### Metal 1

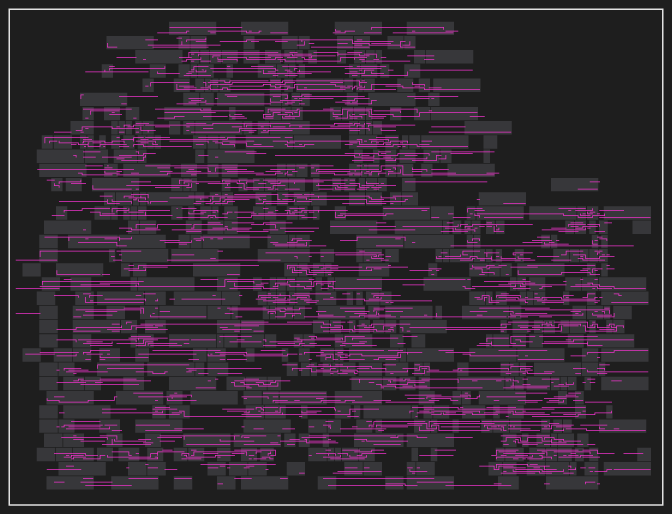
### Metal 2

Bar = 20 um.
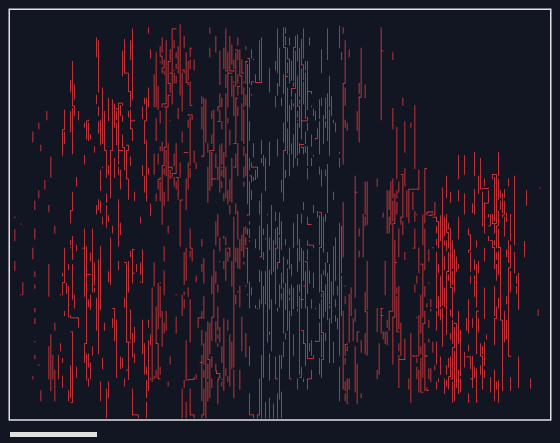
==> config.mk <==
export PLATFORM = sky130hd
export DESIGN_NAME = adc_spi_config_ctrl
export DESIGN_NICKNAME = d
export VERILOG_FILES = /design/src/rtl/adc_spi_config_ctrl.sv
export SDC_FILE = /design/constraint.sdc
export NUM_CORES = 1
export LEC_CHECK = 0
export CORE_ASPECT_RATIO = 0.75
export CORE_MARGIN = 2
export CORE_UTILIZATION = 49
export CTS_BUF_LIST = sky130_fd_sc_hd__clkbuf_4
export DETAILED_ROUTE_END_ITERATION = 12
export PLACE_DENSITY_LB_ADDON = 0.2
export SLEW_MARGIN = 20
export SYNTH_ARGS = -nofsm -noshare
export SYNTH_HDL_FRONTEND = slang
export SYNTH_SLANG_ARGS = --single-unit
==> constraint.sdc <==
create_clock -name clkin_50 -period 8.05 [get_ports clkin_50]
set_input_delay 1.61 -clock clkin_50 [delete_from_list [all_inputs] [get_ports clkin_50]]
set_output_delay 1.61 -clock clkin_50 [all_outputs]
set_load 0.1 [all_outputs]
==> Slide: Implementation Results <==
Physical Implementation Snapshot

Layout
  – Share of layout cells above drive strength 1: 0.1233
  – Register area: 2282 um2
  – Count of plain and timing-repair buffers: 39
  – CLK BUF: 10
  – Core Util, Final: 0.5461
  – # fillers: roughly 1,000
  – Nets@finish: 618
  – Number of flip-flops in the largest register: 32
  – Syn-to-layout area delta: 10.07%
  – Fin area: between 5000 and 6000 um2
  – Logic Gate Count: 421
  – Logic cell area: 2872 um2
  – Layout clock area frac: 0.02224
  – Post-route non-filler standard cell count: ~720
  – Flop share of the area: 0.3863
  – Largest class: multi-input combinational cells
  – Flip-flops: approximately 91
  – Non-CTS inverters: 17
  – Multi-input combinational area share: 0.4860
  – Data buffer area share: 0.06501
  – ANT cells: 0

Synthesis
  – Net Count, Synth: 599
  – YS warnings: 0
  – Synth Seq Share: 0.4252
  – FA/HA/MAJ Cells, Area Fraction: 0.02797
  – Cell Area, Synth: 5368 um2
  – Yosys stat chip area: between 5000 and 6000 um2
  – Dominant comb cell: simple AND/OR/NAND/NOR gates
  – Ys flops: 91
  – Area fraction in xor and xnor cells: 0.06037
  – Top post-synthesis cells by count: 87 x dfrtp_1, 43 x nand2_1, 43 x nor2_1
  – Compound-Gate Fraction of Synth Area: 0.1436
  – Mean Syn Cell Area: between 9 and 10 um2
  – Synth top area cells: dfrtp_1 41%, xnor2_1 5.1%, nor2_2 3.4%, mux2_1 3.4%, nand2_1 3.0%
  – Max-area cell share: 0.4056
  – Basic Gates by Area: 0.2615
  – Area fraction in mux cells: 0.03939
  – Asr flop ratio synth: 1.000
  – Number of cells in Yosys stat: ~560
  – Top_reg_cell synth: dfrtp_1
  – Count leader, synth: dfrtp_1
  – Area leader, netlist: dfrtp_1
  – Cells after Synth: 560
  – EDFF count, synth: 0
  – Synth cell types: 72

STA
  – Hold Vio Cnt, Final: 0
  – Final min period: ~5.2 ns
  – Worst slew margin: 0.2995
  – Period Utilization, post-route: 0.6498
  – F_max: 191.2 MHz
  – Final slew viol count: 0
  – Worst hold slack: 0.5022 ns
  – Final WS setup: approximately 2.8 ns
  – Slew of the pin with the lowest slew margin: between 1 and 1.5 ns
  – Finish-stage setup viols: 0
  – Setup TNS: 0 ns
  – RSZ-0062 raised after global routing: no
  – Skew final: between 0.01 and 0.015 ns

Global routing
  – Number of global-route vias before repair: 4,023
  – Tot GR Track Use: 0.2070
  – Global-route wire length before repair: approximately 20,000 um
  – Largest net degree at the start of global routing: 80
  – Total global routing overflow: 0
  – Initial antenna violation count: 0

Die
  – # IOs: 37
  – FP Rows: 33
  – Chip width: 124.9 um
  – Core outline area: 10,820 um2
  – Pre-Place Util: 0.4962
  – Tap Count: 140
  – Chip area: 11,820 um2
  – Die y size: 94.64 um

Clock network
  – CTS resizes: 0
  – Postcts setup bufs: 0
  – CTS Buf Count: 9
  – Clk pin slew, worst setup/hold paths: 0.13 ns
  – Sink Count: roughly 91
  – CTS tree: yes
  – CTS root buf: clkbuf_4
  – Late-Pin Clk Latency: 0.44 ns
  – # H-tree levels: 3
  – Hold_buf cts: 0
  – Clk buf depth: 2

Worst setup path
  – Startpoint Class: input pin
  – Setup crit end kind: output port
  – R2R cell count: 7
  – FF-to-FF setup slack: 4.94 ns
  – Slowest stage delay, CP: 1.12 ns
  – Req. time, crit path: between 6 and 7 ns
  – CP Max Fanout: 6
  – CP top delay family: buffers and inverters
  – Crit path DAT: 3.62 ns
  – Critical path, cell by cell: clkdlybuf4s50_1 -> nor2_1 -> and2_1 -> clkdlybuf4s50_1
  – Slowest CP cell: clkdlybuf4s50_1
  – Most frequent CP cell: clkdlybuf4s50_1
  – WP buf/inv: 2
  – CP Depth: 4
  – Crit Path Class: in2out

Outcome
  – Status: finished, final reports clean

Power and ir drop
  – LEAKAGE: 2.417 nW
  – Pwr dens: 253.2 nW/um2
  – Max VDD drop: around 120 uV
  – Total Power: 1.496 mW

Worst hold path
  – Hold Path Cell Cnt: 1
  – HP Class: reg2reg

Detailed routing
  – DRC viols: 0
  – Routed Antenna Nets: 0
  – Routed len/inst: 16.20 um
  – DRT Pass-1 Iters: 5
  – Vias/cell: 5.912
  – 1st-iter DRT viols: 349

Run
  – Tool Warnings: 34
  – Max_cap viols: 0

Placement
  – Post-place setup slack: between 2 and 3 ns
  – Final GP Congestion: 0.8476
  – DP Area: between 5000 and 6000 um2
  – DPL Wire Length: 8014 um
  – Buffers added on ports: 36
  – DP Cell Count: 708
Notes on 'Metal 1' above:
565 nets have wire on it. The longest straight run is 35.9 um. The wires run mostly horizontal. The layer holds 52% of the routed length.
GR met1 Demand/Resource: 0.3105
vias: 4,280

Notes on 'Metal 2' above:
The longest straight run is 34.7 um. The layer holds 41% of the routed length. 492 nets have wire on it. The layer carries 4,860 um of wire. The wires run mostly vertical.
M2 GR Usage: 0.3028
Total Wirelength: 11,730 um

-- layout by cell type (no fill, tap or decap), drive strengths merged, types with 10 or more instances in the layout --
master	count
dfrtp	87
nand4	19
ha	12
xnor2	31
inv	17
mux2	17
nor2	72
nand2	43
nand3	26
clkdlybuf4s50	35
nor4	14
nor3	23
o21ai	28
clkbuf	10
-- layer usage --
layer | GRT usage | share of wire
met3 | 0.04533 | 0.051
met4 | 0.05463 | 0.011
met2 | 0.3028 | 0.41
met1 | 0.3105 | 0.52
met5 | 0 | 0
-- power by group --
part / switching, mW / total [mW] / internal [mW]
Sequential: 0.0897 / 0.640 / 0.550
Clock: 0.154 / 0.250 / 0.0960
Combinational: 0.370 / 0.606 / 0.237
No activity file was given, so power comes from the tool's default toggle rates.
